**src/rtl/router_fifo.sv**
```systemverilog
// router_fifo: per-destination byte FIFO that tracks packet boundaries and zeroes data_out once a packet drains.
// Latency: a write clears empty 1 cycle later; data_out is registered 1 cycle after an accepted read_enb.
// Backpressure: write_enb while full is dropped; read_enb while empty is ignored; soft_reset purges everything.
module router_fifo #(
    parameter int DATA_W = 8,
    parameter int DEPTH  = 16,
    parameter int ADDR_W = 4
) (
    input  logic              clock,
    input  logic              reset,
    input  logic              soft_reset,
    input  logic              write_enb,
    input  logic              lfd_state,
    input  logic [DATA_W-1:0] data_in,
    input  logic              read_enb,
    output logic [DATA_W-1:0] data_out,
    output logic              full,
    output logic              empty,
    output logic              pkt_busy
);

    typedef struct packed {
        logic              hdr;
        logic [DATA_W-1:0] dat;
    } entry_t;

    entry_t          mem [DEPTH];
    logic [ADDR_W:0] wr_ptr;
    logic [ADDR_W:0] rd_ptr;
    logic [5:0]      byte_cnt;
    logic            wr_fire;
    logic            rd_fire;
    entry_t          rd_entry;
    logic [5:0]      hdr_len;

    // Extra pointer MSB distinguishes a full ring from an empty one.
    assign empty    = (wr_ptr == rd_ptr);
    assign full     = (wr_ptr[ADDR_W-1:0] == rd_ptr[ADDR_W-1:0]) &&
                      (wr_ptr[ADDR_W] != rd_ptr[ADDR_W]);
    assign wr_fire  = write_enb && !full && !soft_reset;
    assign rd_fire  = read_enb && !empty && !soft_reset;
    assign rd_entry = mem[rd_ptr[ADDR_W-1:0]];
    assign hdr_len  = rd_entry.dat[7:2];
    assign pkt_busy = (byte_cnt != 6'd0);

    always_ff @(posedge clock) begin
        if (wr_fire) begin
            mem[wr_ptr[ADDR_W-1:0]] <= '{hdr: lfd_state, dat: data_in};
        end
    end

    always_ff @(posedge clock or posedge reset) begin
        if (reset) begin
            wr_ptr <= '0;
            rd_ptr <= '0;
        end else if (soft_reset) begin
            wr_ptr <= '0;
            rd_ptr <= '0;
        end else begin
            if (wr_fire) wr_ptr <= wr_ptr + 1'b1;
            if (rd_fire) rd_ptr <= rd_ptr + 1'b1;
        end
    end

    // Header byte carries payload length in [7:2]; +1 accounts for the trailing parity byte.
    always_ff @(posedge clock or posedge reset) begin
        if (reset) begin
            byte_cnt <= 6'd0;
            data_out <= '0;
        end else if (soft_reset) begin
            byte_cnt <= 6'd0;
            data_out <= '0;
        end else if (rd_fire) begin
            data_out <= rd_entry.dat;
            if (rd_entry.hdr) begin
                byte_cnt <= hdr_len + 6'd1;
            end else if (byte_cnt != 6'd0) begin
                byte_cnt <= byte_cnt - 6'd1;
            end
        end else if (byte_cnt == 6'd0) begin
            data_out <= '0;
        end
    end

endmodule

```
**config.mk**
```make
export PLATFORM = sky130hd
export DESIGN_NAME = router_fifo
export DESIGN_NICKNAME = d
export VERILOG_FILES = /design/src/rtl/router_fifo.sv
export SDC_FILE = /design/constraint.sdc
export NUM_CORES = 1
export LEC_CHECK = 0
export ABC_AREA = 1
export CAP_MARGIN = 20
export CORE_MARGIN = 3
export CORE_UTILIZATION = 35
export CTS_CLUSTER_DIAMETER = 40
export DETAILED_ROUTE_END_ITERATION = 7
export PLACE_DENSITY = 0.61
export SLEW_MARGIN = 40
export SYNTH_ARGS = -nofsm -noshare
export SYNTH_HDL_FRONTEND = slang
export SYNTH_SLANG_ARGS = --single-unit
```
**constraint.sdc**
```tcl
create_clock -name clock -period 2.5 [get_ports clock]
set_input_delay 0.75 -clock clock [delete_from_list [all_inputs] [get_ports clock]]
set_output_delay 0.75 -clock clock [all_outputs]
set_load 0.02 [all_outputs]
```
Figure 1. Cell classes on the final placement.
Drawn at 2 px/um.
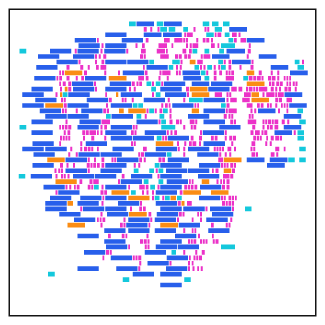
| colour | class | cells | share of their area |
|---|---|---|---|
| blue | flip-flops | 168 | 58% |
| orange | clock drivers and dummy loads | 32 | 6.9% |
| cyan | other buffers and delay cells | 74 | 7.9% |
| magenta | all other logic | 506 | 27% |

Figure 2. Clock network drawn from the DEF.
Drawn at 2 px/um.
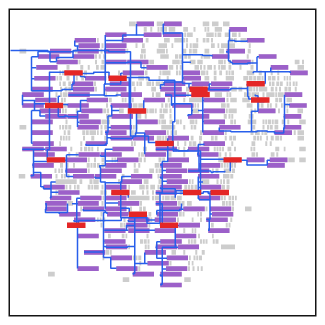
[purple] flip-flops | count: 168
[blue] clock wires | length: 1930 um
[red] cells driving clock nets | count: 17
routed clock nets: 18

Figure 3. Placed standard cells.
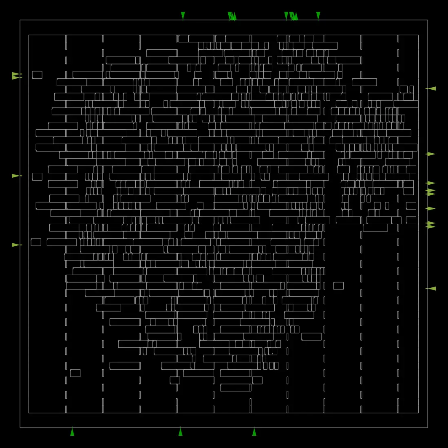
Filler cells: 1932
Seq cells: 168
Rows: 52

==> impl_metrics.toml <==
# synthesis and place-and-route metrics
[status]
status = "finished, final reports clean"

[min_path]
min_to = "byte_cnt[0]$_DFFE_PP0P_"
hold_path_depth = 2
hold_start = "byte_cnt[0]$_DFFE_PP0P_"

[critical_path]
crit_end = "empty"
start_kind = "flop"
r2r_end = "byte_cnt[4]$_DFFE_PP0P_"
rr_startpoint = "rd_ptr[0]$_DFFE_PP0P_"
worstPathRequired_ns = 1.75
crit_path_max_incr_delay_ns = 0.45
crit_fanout = 6

[finish]
nets = 789

[yosys]
yosys.area_share.aoi_pct = 5.299
ys.flop_type = "edfxtp_1"
syn_inst = 706
synth.logic.top_family = "simple AND/OR/NAND/NOR gates"
top_area_share_pct = 57.59
syn-cell-area_um2 = 7508

[placement]
gp_congestion = 0.8306
dpl_cell_area_um2 = 8264

[drt]
via_count = 5099
drc = 0

[floorplan]
initial_core_util_pct = 36.40

[timing]
rsz0062_at_grt = "false"
finalCritPeriodShare_pct = 95.08

[global_routing]
grt_max_degree = 42
antenna_found_initial = 0

[clock_tree]
h-tree-depth = 4
clkTransAtPathRegs_ns = 0.07
cts_tree = "done"

[power_and_ir_drop]
total_power_mw = 7.172
==> routing by layer <==
metal,vias up,part of all wire (%)
met1,2441,45
met2,137,48
met5,-,0
met3,17,5.7
li1,2504,-
met4,0,1.3
==> repair_timing <==
item	4_1_cts	5_1_grt
hold endpoints to repair	0	0
pin swaps	0	1
gates cloned	0	0
gates resized	7	7
setup endpoints to repair	3	4
==> through the flow <==
step,worst slack (ns),hold slack [ns],std cells
finish,0.1230,0.4916,1050
global placement,-0.06266,0.4751,1018
floorplan,0.2247,0.4588,706
global route,0.002272,0.5500,1050
detailed placement,-0.1133,0.4784,1018
CTS,0.01360,0.4948,1050
==> cell type report <==
class	instances	area, um2	area share [%]
clock buffer	17	425.4	4.793
inverter	79	306.5	3.454
tap	270	337.8	3.806
sequential	168	4928	55.53
timing repair buffer	74	670.6	7.556
multi-input combinational	427	2039	22.98
clock inverter	15	167.7	1.889
==> tightest hold or removal path: cells and delay by family, from the launching register on <==
| family | cells | cell delay, ns |
|---|---|---|
| DFF | 1 | 0.34 |
| AOI/OAI and AO/OA | 1 | 0.06 |
| and+or+nand+nor | 1 | 0.05 |
==> registers in the layout, summed over array words and instances (netlist names) <==
signal,flops
byte_cnt,6
wr_ptr,5
data_out,8
rd_ptr,5
mem,144
==> report_power, final <==
part	internal [mW]	switching (mW)
registers	3.12	0.0493
clock network	1.50	1.14
logic	0.478	0.884
==> logic make-up after synthesis <==
logic type                 count (synthesis)
and+or+nand+nor                          347
xor gates and xnor gates                   6
AOI/OAI and AO/OA                         66
adders and majority gates                  8
DFF                                      168
buffers and inverters                    111
